run_1/met1.png
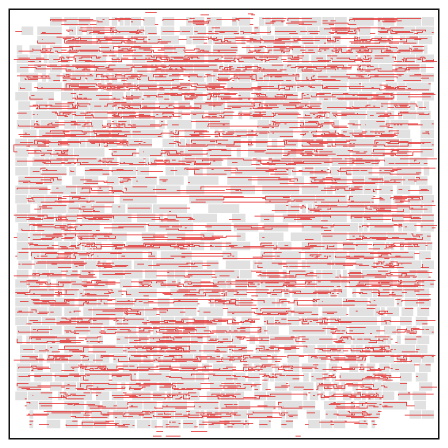
run_1/met2.png
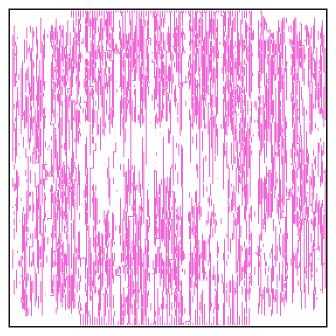
run_1/met3.png
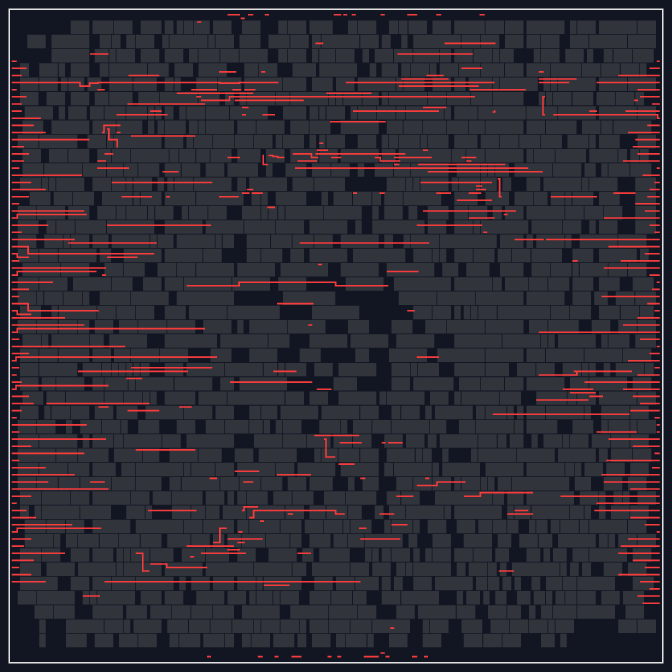
run_1/met4.png
The bar under the picture is 20 µm long.
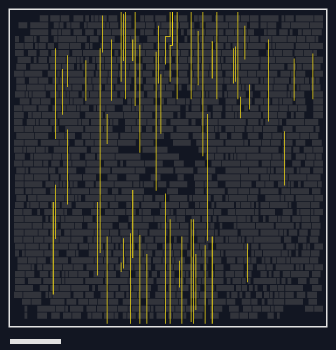
===== config.mk =====
export PLATFORM = sky130hd
export DESIGN_NAME = alu_issue_stage_flat
export DESIGN_NICKNAME = d
export VERILOG_FILES = /design/src/rtl/alu_pkg.sv /design/src/rtl/alu_issue_stage_if.sv /design/src/rtl/alu_control_decoder.sv /design/src/rtl/alu_issue_stage.sv /design/src/flat_wrapper.sv
export SDC_FILE = /design/constraint.sdc
export NUM_CORES = 1
export LEC_CHECK = 0
export CORE_UTILIZATION = 40
export CTS_CLUSTER_SIZE = 16
export DETAILED_ROUTE_END_ITERATION = 10
export PLACE_DENSITY = 0.8
export SLEW_MARGIN = 20
export SYNTH_ARGS = -nofsm -noshare
export SYNTH_HDL_FRONTEND = slang
export SYNTH_SLANG_ARGS = --single-unit

===== constraint.sdc =====
create_clock -name clk -period 1.9 [get_ports clk]
set_input_delay 0.38 -clock clk [delete_from_list [all_inputs] [get_ports clk]]
set_output_delay 0.38 -clock clk [all_outputs]
set_load 0.005 [all_outputs]

===== src/rtl/alu_pkg.sv =====
// Shared definitions for the ALU issue stage.
// Holds the 4-bit ALU control codes, ALUOp encodings, R-type funct values
// and forwarding select codes. Files that use them import alu_pkg::*.
package alu_pkg;

    // Codes driven onto ALUControl
    localparam logic [3:0] ALU_AND = 4'b0000;
    localparam logic [3:0] ALU_OR  = 4'b0001;
    localparam logic [3:0] ALU_ADD = 4'b0010;
    localparam logic [3:0] ALU_XOR = 4'b0100;
    localparam logic [3:0] ALU_SUB = 4'b0110;
    localparam logic [3:0] ALU_SLT = 4'b0111;
    localparam logic [3:0] ALU_SLL = 4'b1010;
    localparam logic [3:0] ALU_NOR = 4'b1100;
    localparam logic [3:0] ALU_SRL = 4'b1101;
    localparam logic [3:0] ALU_SRA = 4'b1111;

    // ALUOp encodings from the main decoder
    typedef enum logic [2:0] {
        OP_ADD  = 3'b000,
        OP_SUB  = 3'b001,
        OP_RTYP = 3'b010,
        OP_AND  = 3'b011,
        OP_OR   = 3'b100,
        OP_XOR  = 3'b101,
        OP_SLT  = 3'b110,
        OP_ADD2 = 3'b111
    } aluop_e;

    // R-type funct field values
    localparam logic [5:0] F_SLL  = 6'b000000;
    localparam logic [5:0] F_SRL  = 6'b000010;
    localparam logic [5:0] F_SRA  = 6'b000011;
    localparam logic [5:0] F_SLLV = 6'b000100;
    localparam logic [5:0] F_SRLV = 6'b000110;
    localparam logic [5:0] F_SRAV = 6'b000111;
    localparam logic [5:0] F_ADD  = 6'b100000;
    localparam logic [5:0] F_ADDU = 6'b100001;
    localparam logic [5:0] F_SUB  = 6'b100010;
    localparam logic [5:0] F_SUBU = 6'b100011;
    localparam logic [5:0] F_AND  = 6'b100100;
    localparam logic [5:0] F_OR   = 6'b100101;
    localparam logic [5:0] F_XOR  = 6'b100110;
    localparam logic [5:0] F_NOR  = 6'b100111;
    localparam logic [5:0] F_SLT  = 6'b101010;

    // Forwarding selects; 2'b11 behaves like FWD_REG
    localparam logic [1:0] FWD_REG = 2'b00;
    localparam logic [1:0] FWD_W   = 2'b01;
    localparam logic [1:0] FWD_M   = 2'b10;

endpackage


===== src/rtl/alu_issue_stage_if.sv =====
// Bus bundle between the decode/hazard logic and the ALU issue stage.
// master: drives decode-side fields, forwarding selects/sources, stall/flush.
// slave : the issue stage; drives the execute-side ALU operands and control.
interface alu_issue_stage_if #(
    parameter int WIDTH = 32,
    parameter int REGW  = 5
);
    logic             StallE;
    logic             FlushE;
    logic             ValidD;
    logic [2:0]       ALUOpD;
    logic [5:0]       FunctD;
    logic [4:0]       ShamtD;
    logic             ALUSrcD;
    logic             RegDstD;
    logic [WIDTH-1:0] RD1D;
    logic [WIDTH-1:0] RD2D;
    logic [WIDTH-1:0] SignImmD;
    logic [REGW-1:0]  RtD;
    logic [REGW-1:0]  RdD;
    logic [1:0]       ForwardAE;
    logic [1:0]       ForwardBE;
    logic [WIDTH-1:0] ResultW;
    logic [WIDTH-1:0] ALUOutM;
    logic [3:0]       ALUControlE;
    logic [WIDTH-1:0] SrcAE;
    logic [WIDTH-1:0] SrcBE;
    logic [WIDTH-1:0] WriteDataE;
    logic [REGW-1:0]  WriteRegE;
    logic             ValidE;
    logic             IllegalE;

    modport master (
        output StallE, FlushE, ValidD, ALUOpD, FunctD, ShamtD, ALUSrcD, RegDstD,
               RD1D, RD2D, SignImmD, RtD, RdD, ForwardAE, ForwardBE, ResultW, ALUOutM,
        input  ALUControlE, SrcAE, SrcBE, WriteDataE, WriteRegE, ValidE, IllegalE
    );

    modport slave (
        input  StallE, FlushE, ValidD, ALUOpD, FunctD, ShamtD, ALUSrcD, RegDstD,
               RD1D, RD2D, SignImmD, RtD, RdD, ForwardAE, ForwardBE, ResultW, ALUOutM,
        output ALUControlE, SrcAE, SrcBE, WriteDataE, WriteRegE, ValidE, IllegalE
    );
endinterface


===== src/rtl/alu_control_decoder.sv =====
// Combinational ALU control decoder.
// Ports: alu_op (3) and funct (6) in; alu_control (4), shift_imm and
// illegal out. shift_imm marks shifts whose amount comes from the shamt
// field rather than from rs. Unknown R-type functs fall back to add.
module alu_control_decoder
    import alu_pkg::*;
(
    input  logic [2:0] alu_op,
    input  logic [5:0] funct,
    output logic [3:0] alu_control,
    output logic       shift_imm,
    output logic       illegal
);

    always_comb begin
        alu_control = ALU_ADD;
        shift_imm   = 1'b0;
        illegal     = 1'b0;
        unique case (aluop_e'(alu_op))
            OP_ADD, OP_ADD2: alu_control = ALU_ADD;
            OP_SUB:          alu_control = ALU_SUB;
            OP_AND:          alu_control = ALU_AND;
            OP_OR:           alu_control = ALU_OR;
            OP_XOR:          alu_control = ALU_XOR;
            OP_SLT:          alu_control = ALU_SLT;
            OP_RTYP: begin
                case (funct)
                    F_ADD, F_ADDU: alu_control = ALU_ADD;
                    F_SUB, F_SUBU: alu_control = ALU_SUB;
                    F_AND:         alu_control = ALU_AND;
                    F_OR:          alu_control = ALU_OR;
                    F_XOR:         alu_control = ALU_XOR;
                    F_NOR:         alu_control = ALU_NOR;
                    F_SLT:         alu_control = ALU_SLT;
                    F_SLL: begin
                        alu_control = ALU_SLL;
                        shift_imm   = 1'b1;
                    end
                    F_SLLV:        alu_control = ALU_SLL;
                    F_SRL: begin
                        alu_control = ALU_SRL;
                        shift_imm   = 1'b1;
                    end
                    F_SRLV:        alu_control = ALU_SRL;
                    F_SRA: begin
                        alu_control = ALU_SRA;
                        shift_imm   = 1'b1;
                    end
                    F_SRAV:        alu_control = ALU_SRA;
                    default: begin
                        alu_control = ALU_ADD;
                        illegal     = 1'b1;
                    end
                endcase
            end
            default:         alu_control = ALU_ADD;
        endcase
    end

endmodule


===== src/rtl/alu_issue_stage.sv =====
// ID/EX issue stage: decodes ALU control in D, registers the decode bundle
// into E (reset > flush > stall > load), then forwards and steers operands
// so the ALU sees final SrcA/SrcB in E.
// Ports: clk, reset (sync, active-high); bus (slave modport) carries the
// D-side fields, stall/flush, forwarding selects/sources and the E outputs.
module alu_issue_stage
    import alu_pkg::*;
#(
    parameter int WIDTH = 32,
    parameter int REGW  = 5
) (
    input  logic            clk,
    input  logic            reset,
    alu_issue_stage_if.slave bus
);

    logic [3:0]       alu_control_d;
    logic             shift_imm_d;
    logic             illegal_d;
    logic [REGW-1:0]  write_reg_d;

    logic [3:0]       alu_control_e;
    logic             shift_imm_e;
    logic             alu_src_e;
    logic [WIDTH-1:0] rd1_e;
    logic [WIDTH-1:0] rd2_e;
    logic [WIDTH-1:0] sign_imm_e;
    logic [4:0]       shamt_e;
    logic [REGW-1:0]  write_reg_e;
    logic             valid_e;
    logic             illegal_e;

    logic [WIDTH-1:0] fwd_a;
    logic [WIDTH-1:0] fwd_b;

    alu_control_decoder u_dec (
        .alu_op      (bus.ALUOpD),
        .funct       (bus.FunctD),
        .alu_control (alu_control_d),
        .shift_imm   (shift_imm_d),
        .illegal     (illegal_d)
    );

    assign write_reg_d = bus.RegDstD ? bus.RdD : bus.RtD;

    always_ff @(posedge clk) begin
        if (reset || bus.FlushE) begin
            alu_control_e <= '0;
            shift_imm_e   <= 1'b0;
            alu_src_e     <= 1'b0;
            rd1_e         <= '0;
            rd2_e         <= '0;
            sign_imm_e    <= '0;
            shamt_e       <= '0;
            write_reg_e   <= '0;
            valid_e       <= 1'b0;
            illegal_e     <= 1'b0;
        end else if (!bus.StallE) begin
            alu_control_e <= alu_control_d;
            shift_imm_e   <= shift_imm_d;
            alu_src_e     <= bus.ALUSrcD;
            rd1_e         <= bus.RD1D;
            rd2_e         <= bus.RD2D;
            sign_imm_e    <= bus.SignImmD;
            shamt_e       <= bus.ShamtD;
            write_reg_e   <= write_reg_d;
            valid_e       <= bus.ValidD;
            illegal_e     <= illegal_d;
        end
    end

    // Forwarding muxes stay live while E is stalled so a held instruction
    // still picks up results arriving in M/W.
    always_comb begin
        fwd_a = rd1_e;
        case (bus.ForwardAE)
            FWD_W:   fwd_a = bus.ResultW;
            FWD_M:   fwd_a = bus.ALUOutM;
            default: fwd_a = rd1_e;
        endcase
    end

    always_comb begin
        fwd_b = rd2_e;
        case (bus.ForwardBE)
            FWD_W:   fwd_b = bus.ResultW;
            FWD_M:   fwd_b = bus.ALUOutM;
            default: fwd_b = rd2_e;
        endcase
    end

    assign bus.SrcAE       = shift_imm_e ? {{(WIDTH-5){1'b0}}, shamt_e} : fwd_a;
    assign bus.SrcBE       = alu_src_e ? sign_imm_e : fwd_b;
    assign bus.WriteDataE  = fwd_b;
    assign bus.ALUControlE = alu_control_e;
    assign bus.WriteRegE   = write_reg_e;
    assign bus.ValidE      = valid_e;
    assign bus.IllegalE    = illegal_e;

endmodule

===== src/flat_wrapper.sv =====
// flat-port wrapper written by rule: the top's interface ports become plain ports
module alu_issue_stage_flat import alu_pkg::*;
#(
    parameter int WIDTH = 32,
    parameter int REGW  = 5
)
  (clk, reset, bus_StallE, bus_FlushE, bus_ValidD, bus_ALUOpD, bus_FunctD, bus_ShamtD, bus_ALUSrcD, bus_RegDstD, bus_RD1D, bus_RD2D, bus_SignImmD, bus_RtD, bus_RdD, bus_ForwardAE, bus_ForwardBE, bus_ResultW, bus_ALUOutM, bus_ALUControlE, bus_SrcAE, bus_SrcBE, bus_WriteDataE, bus_WriteRegE, bus_ValidE, bus_IllegalE);
  alu_issue_stage_if #(.WIDTH(WIDTH), .REGW(REGW)) bus_i ();
  input  logic clk;
  input  logic reset;
  input wire logic [$bits(bus_i.StallE)-1:0] bus_StallE;
  input wire logic [$bits(bus_i.FlushE)-1:0] bus_FlushE;
  input wire logic [$bits(bus_i.ValidD)-1:0] bus_ValidD;
  input wire logic [$bits(bus_i.ALUOpD)-1:0] bus_ALUOpD;
  input wire logic [$bits(bus_i.FunctD)-1:0] bus_FunctD;
  input wire logic [$bits(bus_i.ShamtD)-1:0] bus_ShamtD;
  input wire logic [$bits(bus_i.ALUSrcD)-1:0] bus_ALUSrcD;
  input wire logic [$bits(bus_i.RegDstD)-1:0] bus_RegDstD;
  input wire logic [$bits(bus_i.RD1D)-1:0] bus_RD1D;
  input wire logic [$bits(bus_i.RD2D)-1:0] bus_RD2D;
  input wire logic [$bits(bus_i.SignImmD)-1:0] bus_SignImmD;
  input wire logic [$bits(bus_i.RtD)-1:0] bus_RtD;
  input wire logic [$bits(bus_i.RdD)-1:0] bus_RdD;
  input wire logic [$bits(bus_i.ForwardAE)-1:0] bus_ForwardAE;
  input wire logic [$bits(bus_i.ForwardBE)-1:0] bus_ForwardBE;
  input wire logic [$bits(bus_i.ResultW)-1:0] bus_ResultW;
  input wire logic [$bits(bus_i.ALUOutM)-1:0] bus_ALUOutM;
  output wire logic [$bits(bus_i.ALUControlE)-1:0] bus_ALUControlE;
  output wire logic [$bits(bus_i.SrcAE)-1:0] bus_SrcAE;
  output wire logic [$bits(bus_i.SrcBE)-1:0] bus_SrcBE;
  output wire logic [$bits(bus_i.WriteDataE)-1:0] bus_WriteDataE;
  output wire logic [$bits(bus_i.WriteRegE)-1:0] bus_WriteRegE;
  output wire logic [$bits(bus_i.ValidE)-1:0] bus_ValidE;
  output wire logic [$bits(bus_i.IllegalE)-1:0] bus_IllegalE;
  assign bus_i.StallE = bus_StallE;
  assign bus_i.FlushE = bus_FlushE;
  assign bus_i.ValidD = bus_ValidD;
  assign bus_i.ALUOpD = bus_ALUOpD;
  assign bus_i.FunctD = bus_FunctD;
  assign bus_i.ShamtD = bus_ShamtD;
  assign bus_i.ALUSrcD = bus_ALUSrcD;
  assign bus_i.RegDstD = bus_RegDstD;
  assign bus_i.RD1D = bus_RD1D;
  assign bus_i.RD2D = bus_RD2D;
  assign bus_i.SignImmD = bus_SignImmD;
  assign bus_i.RtD = bus_RtD;
  assign bus_i.RdD = bus_RdD;
  assign bus_i.ForwardAE = bus_ForwardAE;
  assign bus_i.ForwardBE = bus_ForwardBE;
  assign bus_i.ResultW = bus_ResultW;
  assign bus_i.ALUOutM = bus_ALUOutM;
  assign bus_ALUControlE = bus_i.ALUControlE;
  assign bus_SrcAE = bus_i.SrcAE;
  assign bus_SrcBE = bus_i.SrcBE;
  assign bus_WriteDataE = bus_i.WriteDataE;
  assign bus_WriteRegE = bus_i.WriteRegE;
  assign bus_ValidE = bus_i.ValidE;
  assign bus_IllegalE = bus_i.IllegalE;
  alu_issue_stage #(.WIDTH(WIDTH), .REGW(REGW)) u_core (.clk(clk), .reset(reset), .bus(bus_i));
endmodule

==> results.json, run 1 <==
{
  "status": "finished with violations",
  "violations": "negative setup slack",
  "clock.fmax_ghz": 0.439,
  "port_buffers": 301,
  "ff_type": "dfxtp_1",
  "logic_gates": 539,
  "n_all_inverters": 6,
  "worst-setup-path-type": "input port to output pin",
  "fp_util_pct": 41.0,
  "xor_share_pct": 0,
  "fillers": 756,
  "yosysUniqueCellTypes": 32,
  "clk_share_pct": 5.39,
  "drtIter0Drc": 529,
  "sh_seq_area_pct": 18.1,
  "syn_area_um2": 5990,
  "fin_ws_ns": -0.376,
  "die_area_um2": 15500,
  "place_area_um2": 9540,
  "n_all_buffers": 442,
  "rows": 44,
  "buffer_area_share_pct": 38.0,
  "area_leaders": "dfxtp_1, mux2i_1, nor2_1, a22oi_1, mux2_2",
  "routabilityCongestion": 0.847,
  "cp-start-kind": "input port",
  "hold_path.startpoint": "bus_StallE",
  "hp-class": "input port to flip-flop",
  "ff_count": 114,
  "die_h_um": 124,
  "drive_above_1_share_pct": 41.6,
  "slew_headroom_pct": 66.7,
  "reg_top3": "u_core.rd1_e (32), u_core.rd2_e (32), u_core.sign_imm_e (32)",
  "p_per_area_nw_per_um2": 712,
  "cts_buffers": 17,
  "largest_cell_class": "buffers",
  "p_leak_nw": 5.41,
  "syn_inst": 721,
  "cts_sinks": 114,
  "top_area_share_pct": 38.1,
  "root_buffer": "clkbuf_16",
  "drv_slew": 0,
  "wire_per_inst_um": 22.3,
  "via_per_inst": 5.65,
  "cts_hold_buf": 0,
  "clockBufferCount": 23,
  "clk_pin_slew_ns": 0.05,
  "ys_seq_share_pct": 38.1,
  "warnings": 30,
  "num_tap_cells": 184,
  "worstHoldPathCells": 3,
  "drtAntennaViolNets": 0,
  "syn2layout_area_growth_pct": 110,
  "final_nets": 1319,
  "die_w_um": 124,
  "synth-seq-cells": 114,
  "worstPathArrival_ns": 1.90,
  "yosys.area.top_type": "dfxtp_1",
  "netlist_top_cells_count": "nor2_1, dfxtp_1, mux2i_1",
  "cts_max_path_buffers": 2,
  "hold_end": "u_core.bus.ALUControlE[3]",
  "logic_family": "multiplexers",
  "aoi_share_pct": 16.5,
  "setup-violations-final": 85,
  "grt_overflow_total": 0,
  "ys_sh_mux_pct": 24.2,
  "cts_tree": "done",
  "comb_area_um2": 4580,
  "rsz0062_at_grt": "yes",
  "worstRegToRegCells": 3,
  "grt_pass1_vias": 7549
}
## Picture notes: met1.png
main direction: horizontal
longest straight run: 58.4 µm
wire length on this layer: 11000 µm
nets with wire on the layer: 1154
vias: 7455
total wire length: 29400 µm
GR Util met1: 38.3%

## Picture notes: met2.png
wire length on this layer: 14600 µm
longest straight run: 68.0 µm
grt met2 use: 58.5%

## Picture notes: met3.png
longest straight run: 48.5 µm
nets with wire on the layer: 253
main direction: horizontal
GRT met3 Usage: 9.02%

## Picture notes: met4.png
share of all routed wire: 5.3%
longest straight run: 80.2 µm

## run 1: where the power goes
part	internal, mW	switching (mW)
Sequential	2.47	0.0607
Clock	2.56	1.18
Combinational	1.57	1.12
Total	6.60	2.36
## run 1: worst max-delay path, stage by stage
cell and delay, ns:
buf_6 0.10, buf_6 0.11, ha_4 0.30, buf_12 0.11
buf_12 0.10, buf_8 0.12, buf_12 0.11, buf_12 0.10
o21ai_4 0.06, mux2_4 0.29, buf_6 0.12
## run 1: per-layer routing
layer  track usage, %  vias up  routed length, µm
met1             38.3     3575              11000
met4             20.4        0               1560
met3             9.02      118               2120
met5                0        -                  0
met2             58.5      428              14600
li1                 -     3334                  -
## run 1: repair_timing
item                                    4_1_cts  5_1_grt
resized                                     669      160
gates cloned                                 16        1
setup buffers                                60       34
endpoints found under the setup margin       96       94
pin swaps                                    48       61
## run 1: placed cells by master, fill, tap and decap left out, types with 7 or more instances in the layout
master / count
buf_8: 20
nor2_1: 154
clkdlybuf4s50_1: 198
a22oi_2: 47
mux2_4: 28
buf_16: 7
a22oi_1: 17
a21oi_1: 16
buf_6: 102
buf_2: 45
mux2i_1: 109
buf_4: 29
nand2_2: 10
dfxtp_1: 113
a21oi_2: 24
o21ai_4: 30
nor2_4: 19
buf_12: 32
clkbuf_16: 18
nand2_4: 18
nand2_1: 16
## run 1: per-stage QoR
step | TNS [ns] | std cells | total power [mW]
finish | -14.95 | 1319 | 8.96
global route | -17.91 | 1319 | 9.21
CTS | -17.30 | 1304 | 8.71
detailed placement | -77.36 | 1197 | 4.23
global placement | -77.84 | 1197 | 4.21
floorplan | 0 | 721 | 3.19
## Run 2: what changed since run 1
Settings changed: CTS_BUF_LIST set to sky130_fd_sc_hd__clkbuf_8.
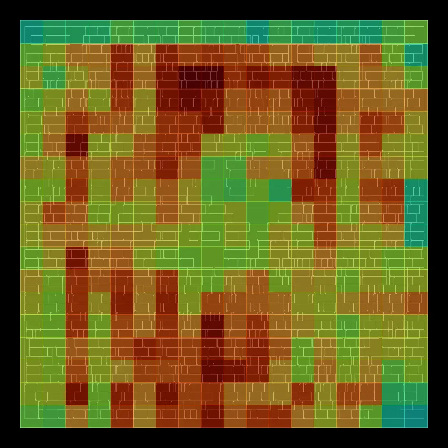
run_2/final_congestion.png
wire per inst: 20.8 µm
GR Util met1: 37.8%

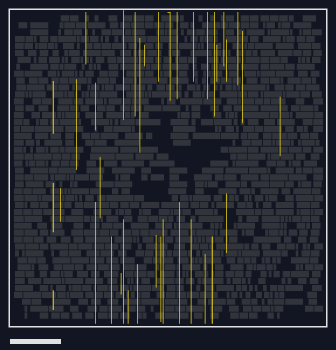
run_2/met4.png
The bar under the picture is 20 µm long.
vias: 7043
total wire length: 26300 µm

==> run 2 against run 1 <==
Compared with the run above: the run still ends with negative setup slack left; sequential share of layout area rose by 1.3 points; register-to-register slack improved by 0.03 ns; total power fell by 14%; clock power fell by 25%; largest power group unchanged; cell area fell by 6.8%; die area did not move; global-route usage fell by 2.0 points; maximum frequency rose by 6.0%; combinational power fell by 12%; clock skew did not move; first-iteration DRC count fell by 33%; via count fell by 5.5%.
==> results.json, run 2 <==
{
  "status": "finished with violations",
  "die_h_um": 124,
  "hold_end": "u_core.bus.ALUControlE[3]",
  "lay_top_cells": "clkdlybuf4s50_1, nor2_1, dfxtp_1, mux2i_1, buf_6",
  "buffer_area_share_pct": 36.2,
  "drive_above_1_share_pct": 36.7,
  "pwr-share-clk_pct": 36.6,
  "netlist_top_cells_count": "nor2_1, dfxtp_1, mux2i_1",
  "drv_slew": 0,
  "seq_power_share_pct": 32.8,
  "ff_count": 114,
  "drtIter0Drc": 356,
  "syn2layout_area_growth_pct": 96.1,
  "swShare_pct": 27.0,
  "clk_pin_slew_ns": 0.07,
  "top_layer": "met4",
  "p_leak_nw": 5.12,
  "cp_data_required_time_ns": 1.52,
  "reg_top3": "u_core.rd1_e (32), u_core.rd2_e (32), u_core.sign_imm_e (32)",
  "worst-setup-path-type": "input port to output pin",
  "power.switching_mw": 2.08,
  "wl_met1_um": 10200,
  "die_area_um2": 15500,
  "logic_gates": 539,
  "critical_path_buf_inv_count": 5,
  "synth-seq-cells": 114,
  "violations": "negative setup slack",
  "fillers": 881,
  "hold_path.startpoint": "bus_StallE",
  "grt_pass1_vias": 7114,
  "cts_max_path_buffers": 2,
  "drtAntennaViolNets": 0,
  "comb_area_um2": 4470,
  "worstRegToRegCells": 3,
  "critical_path.slowest_cell": "ha_4",
  "cts_buffers": 17,
  "num_tap_cells": 184,
  "rows": 44,
  "place_area_um2": 9540,
  "maxCapViolations": 0,
  "yosysUniqueCellTypes": 32,
  "critical_path.cell_chain": "buf_6 > buf_6 > ha_4 > buf_12 > buf_16 > o21ai_4 > mux2_4 > buf_6",
  "root_buffer": "clkbuf_8",
  "n_all_buffers": 392,
  "die_w_um": 124,
  "cts_sinks": 114,
  "cp-start-kind": "input port",
  "via_per_inst": 5.56,
  "cts_tree": "done",
  "dr_wl_met3_um": 1950,
  "final_nets": 1269,
  "port_buffers": 301,
  "p_per_area_nw_per_um2": 655,
  "setup-violations-final": 56,
  "pwr-share-comb_pct": 30.6,
  "hpwl_um": 15100,
  "critical-path-top-delay-family": "buffers and inverters",
  "ff_type": "dfxtp_1",
  "fin_crit_sh_pct": 113,
  "fin_setup_tns_ns": -7.13,
  "cts_hold_buf": 0,
  "area_leaders": "dfxtp_1, mux2i_1, nor2_1, a22oi_1, mux2_2",
  "grt_overflow_total": 0,
  "lay_top_count": "clkdlybuf4s50_1",
  "sh_seq_area_pct": 19.5,
  "routabilityCongestion": 0.847,
  "cpPeakStageDelay_ns": 0.36,
  "clockBufferCount": 20,
  "clk_share_pct": 4.15,
  "wl_met2_um": 13100,
  "crit_top_cell": "buf_6",
  "grt_start_max_net_pins": 65,
  "internal_power_mw": 5.62,
  "largest_cell_class": "combinational gates",
  "hp-class": "input port to flip-flop",
  "syn_inst": 721,
  "fp_util_pct": 41.0,
  "slew_headroom_pct": 67.4,
  "syn_area_um2": 5990,
  "fin_ws_ns": -0.247,
  "clock.fmax_ghz": 0.466,
  "ys_seq_share_pct": 38.1,
  "rsz0062_at_grt": "yes",
  "warnings": 30,
  "syn_area_per_cell_um2": 8.30,
  "n_all_inverters": 6,
  "yosys.area.top_type": "dfxtp_1",
  "worstPathArrival_ns": 1.77,
  "top_area_share_pct": 38.1,
  "worstHoldPathCells": 3
}
==> run 2: metal layers <==
layer  GRT usage (%)  vias to the layer above
met5               0                        -
met1            37.8                     3371
li1                -                     3229
met2            53.9                      364
met3            8.08                       79
met4            17.4                        0
==> run 2: how the worst max path moves through the flow <==
stage                               end  slack, ns  depth (start not counted)
after detailed placement  bus_SrcBE[21]      -1.04                          9
after global placement    bus_SrcBE[21]      -1.04                          9
after global routing       bus_SrcBE[8]      -0.27                          8
after floorplan           bus_SrcBE[10]       0.02                          6
final                      bus_SrcBE[8]      -0.25                          8
after CTS                 bus_SrcBE[14]      -0.28                          9
==> run 2: logic make-up (layout without fill, tap and decap cells) <==
family	count (synthesis)	in the layout	share of synthesized area, %
DFF	114	114	38.1
buffers and inverters	68	430	4.66
and+or+nand+nor	236	236	15.7
AOI/OAI and AO/OA	158	158	16.5
muxes	141	141	24.2
adders and majority gates	4	4	0.836
==> run 2: stage by stage <==
| stage | util [%] | std cells | total power, mW | hold WS, ns |
|---|---|---|---|---|
| floorplan | - | 721 | 3.19 | 0.457 |
| global placement | 65.4 | 1197 | 4.21 | 0.456 |
| detailed placement | 65.4 | 1197 | 4.23 | 0.465 |
| CTS | 79.3 | 1267 | 7.59 | 0.254 |
| global route | 80.5 | 1267 | 7.96 | 0.272 |
| finish | 80.5 | 1267 | 7.69 | 0.269 |
==> run 2: power groups by stage <==
stage,Clock [mW],Combinational (mW),Sequential [mW]
finish,2.81,2.36,2.52
global route,2.96,2.47,2.53
CTS,2.82,2.25,2.52
detailed placement,0,1.67,2.56
global placement,0,1.65,2.56
floorplan,0,0.645,2.55
==> run 2: timing repair <==
action	in CTS	in global routing
endpoints found under the hold margin	0	0
buffers inserted	24	11
gates cloned	16	2
endpoints found under the setup margin	96	87
gates resized	652	92
pin swaps	50	31
Power is estimated from default activity; no workload was simulated.
